$ cat config.mk
export PLATFORM = sky130hd
export DESIGN_NAME = jpeg_cone_capture_misr
export DESIGN_NICKNAME = d
export VERILOG_FILES = /design/src/rtl/jpeg_cone_capture_misr.sv
export SDC_FILE = /design/constraint.sdc
export NUM_CORES = 1
export LEC_CHECK = 0
export CAP_MARGIN = 25
export CORE_UTILIZATION = 53
export CTS_BUF_LIST = sky130_fd_sc_hd__clkbuf_8
export CTS_CLUSTER_SIZE = 28
export DETAILED_ROUTE_END_ITERATION = 8
export GPL_TIMING_DRIVEN = 0
export PLACE_DENSITY = 0.89
export SYNTH_ARGS = -nofsm -noshare
export SYNTH_HDL_FRONTEND = slang
export SYNTH_SLANG_ARGS = --single-unit
$ cat constraint.sdc
create_clock -name clk -period 1.9 [get_ports clk]
set_input_delay 0.19 -clock clk [delete_from_list [all_inputs] [get_ports clk]]
set_output_delay 0.19 -clock clk [all_outputs]
set_load 0.02 [all_outputs]
$ cat src/rtl/jpeg_cone_capture_misr.sv
// Capture stage for a single-output jpeg timing cone: compacts SAMPLES accepted bits into a serial
// MISR signature and hands it off over valid/ready. Optional sig_parity output under CAPTURE_PARITY_EN.
module jpeg_cone_capture_misr #(
    parameter int               SIG_W   = 16,
    parameter logic [SIG_W-1:0] POLY    = 16'h1021,
    parameter logic [SIG_W-1:0] SEED    = 16'h0000,
    parameter int               SAMPLES = 256,
    parameter int               CNT_W   = $clog2(SAMPLES + 1)
) (
    input  logic             clk,
    input  logic             rst,
    input  logic             in_valid,
    input  logic             in_bit,
    output logic             in_ready,
    output logic             sig_valid,
    input  logic             sig_ready,
    output logic [SIG_W-1:0] sig_data,
    output logic [CNT_W-1:0] sample_cnt,
`ifdef CAPTURE_PARITY_EN
    output logic             sig_parity,
`endif
    output logic             dropped
);

    typedef enum logic {ACCUM, HOLD} state_t;

    state_t             state_p0;
    logic [SIG_W-1:0]   sig_p0;
    logic [CNT_W-1:0]   cnt_p0;
    logic               vld_p0;
    logic               rdy_p0;
    logic               drop_p0;
    logic               par_p0;

    // One serial MISR step: shift left, fold the feedback bit in through the tap mask.
    function automatic logic [SIG_W-1:0] misr_step(input logic [SIG_W-1:0] s, input logic b);
        logic fb;
        fb = s[SIG_W-1] ^ b;
        misr_step = {s[SIG_W-2:0], 1'b0} ^ (fb ? POLY : '0);
    endfunction

    // Stage p0: signature, counter and handshake state all update together on the accept edge.
    always_ff @(posedge clk) begin
        if (rst) begin
            state_p0 <= ACCUM;
            sig_p0   <= SEED;
            cnt_p0   <= '0;
            vld_p0   <= 1'b0;
            rdy_p0   <= 1'b1;
            drop_p0  <= 1'b0;
            par_p0   <= 1'b0;
        end else begin
            case (state_p0)
                ACCUM: begin
                    if (in_valid && rdy_p0) begin
                        sig_p0 <= misr_step(sig_p0, in_bit);
                        cnt_p0 <= cnt_p0 + CNT_W'(1);
                        par_p0 <= par_p0 ^ in_bit;
                        if (cnt_p0 == CNT_W'(SAMPLES - 1)) begin
                            state_p0 <= HOLD;
                            vld_p0   <= 1'b1;
                            rdy_p0   <= 1'b0;
                        end
                    end
                end
                HOLD: begin
                    // Bits arriving while the signature waits are discarded but remembered.
                    if (in_valid) drop_p0 <= 1'b1;
                    if (vld_p0 && sig_ready) begin
                        state_p0 <= ACCUM;
                        sig_p0   <= SEED;
                        cnt_p0   <= '0;
                        vld_p0   <= 1'b0;
                        rdy_p0   <= 1'b1;
                        par_p0   <= 1'b0;
                    end
                end
                default: state_p0 <= ACCUM;
            endcase
        end
    end

    assign in_ready   = rdy_p0;
    assign sig_valid  = vld_p0;
    assign sig_data   = sig_p0;
    assign sample_cnt = cnt_p0;
    assign dropped    = drop_p0;
`ifdef CAPTURE_PARITY_EN
    assign sig_parity = par_p0;
`else
    logic unused_par;
    assign unused_par = par_p0;
`endif

endmodule

==> GITHUB_STEP_SUMMARY <==
### Metrics collected by this job

| Metric | Value |
|---|---|
| Dpl hpwl | roughly 2.2 mm |
| Logic power comb | ~0.00011 W |
| Hold_sp | rst |
| Clock sink total | 29 |
| Sw Ratio | between 20 and 25% |
| Max rail drop VDD | ~0.67 mV |
| Total of max-cap violations | 0 |
| YS chip area | 0.00128 mm2 |
| Placement Setup Slack | around 0.25 ns |
| Synth Flop Type | dfxtp_1 |
| R2r endpoint | in_ready |
| Worst path bufs/invs | 1 |
| Adder share | 1.96% |
| Synthesis-to-layout area growth | 36.2% |
| Placed Cells | around 210 |
| Clk root buf | clkbuf_8 |
| Yosys aoi share | ~17% |
| Cell taking the most area after synthesis | dfxtp_1 |
| Antenna diodes | 0 |
| Combinational share of power | under 10% |
| Distinct lib cells | 29 |
| Mapped Area | 0.00128 mm2 |
| Top sig layer | met4 |
| Leakage power | a little under 0.6 nW |
| Met1 Track Usage GR | a little over a third |
| Flop count | 29 |
| Via count | between 1000 and 1500 |
| Fin. max-slew vios | 0 |
| Met3 WL | ~160 um |
| Outcome | finished clean |
| Gr busiest metal | met2 |
| Simple-Gate Area Share | roughly 28% |
| HP Class | in -> reg |
| H-tree depth | 2 |
| Routed WL per cell | 15.0 um |
| Crit Path Max Fanout | 6 |
| Num CTS Buffers | 5 |
| Synthesis warning total | 0 |
| Largest register FFs | 16 |
| Reg area | approximately 580 um2 |
| Top cells excl fill/tap | clkdlybuf4s50_1 (31), dfxtp_1 (29), nand2_1 (25) |
| Nets | ~190 |
| Largest net degree at the start of global routing | 11 |
| CP arrival | 1.38 ns |
| GP Congestion | 0.788 |
| Synth top cell by count | dfxtp_1 |
| Final TNS setup | 0 ns |
| Setup Viol. Count Final | 0 |
| Multi-In Gates | between 100 and 150 |
class_map.png
Drawn at 8 px/um.
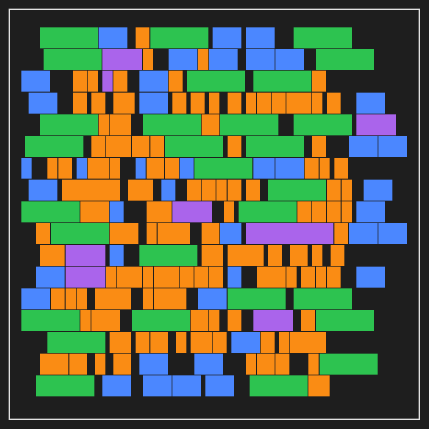
| colour | class | cells |
|---|---|---|
| orange | remaining logic cells | 110 |
| green | registers | 29 |
| blue | remaining buffers and delay cells | 41 |
| purple | clock drivers and dummy loads | 8 |
design area: 0.00174 mm2
Core Rows: 17
Finished Core Util: 77.8%
Core ar.: 0.00223 mm2
Seq/total area: 33.4%

placed.png
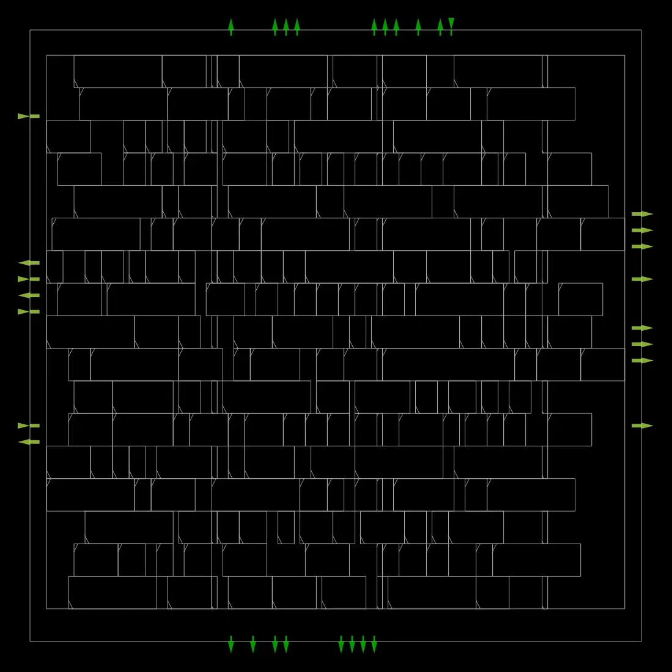
Tapcells: 28
Fillers: 162

util_map.png
Drawn at 8 px/um. The die is cut into 10 by 10 equal tiles; dark blue is low, red is high, 0 to 100% covered.
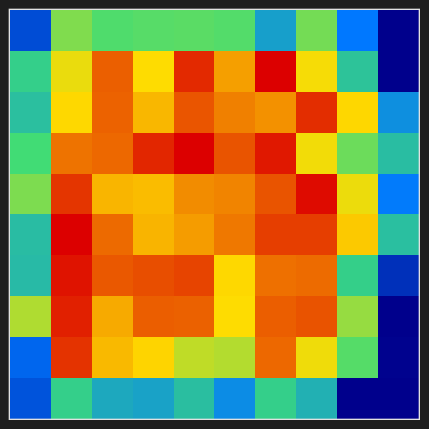
fullest tile: 100%
nearly empty tiles: 6.0%
emptiest ninth of the die: bottom right
densest ninth of the die: middle
Core Util at FP: 57.1%

port_trees.png
Drawn at 6 px/um.
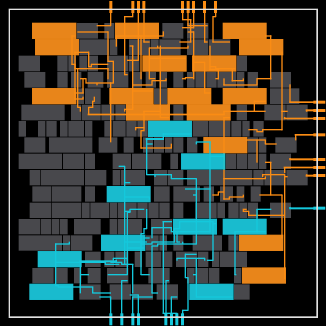
| colour | port | direction | edge | end cells | buffers | wire |
|---|---|---|---|---|---|---|
| orange | `sig_data` | output | 9 top, 7 right | 16 | 16 | 450 um |
| cyan | `sample_cnt` | output | 8 bottom, 1 right | 9 | 9 | 336 um |

Power and IR drop assume default switching activity.
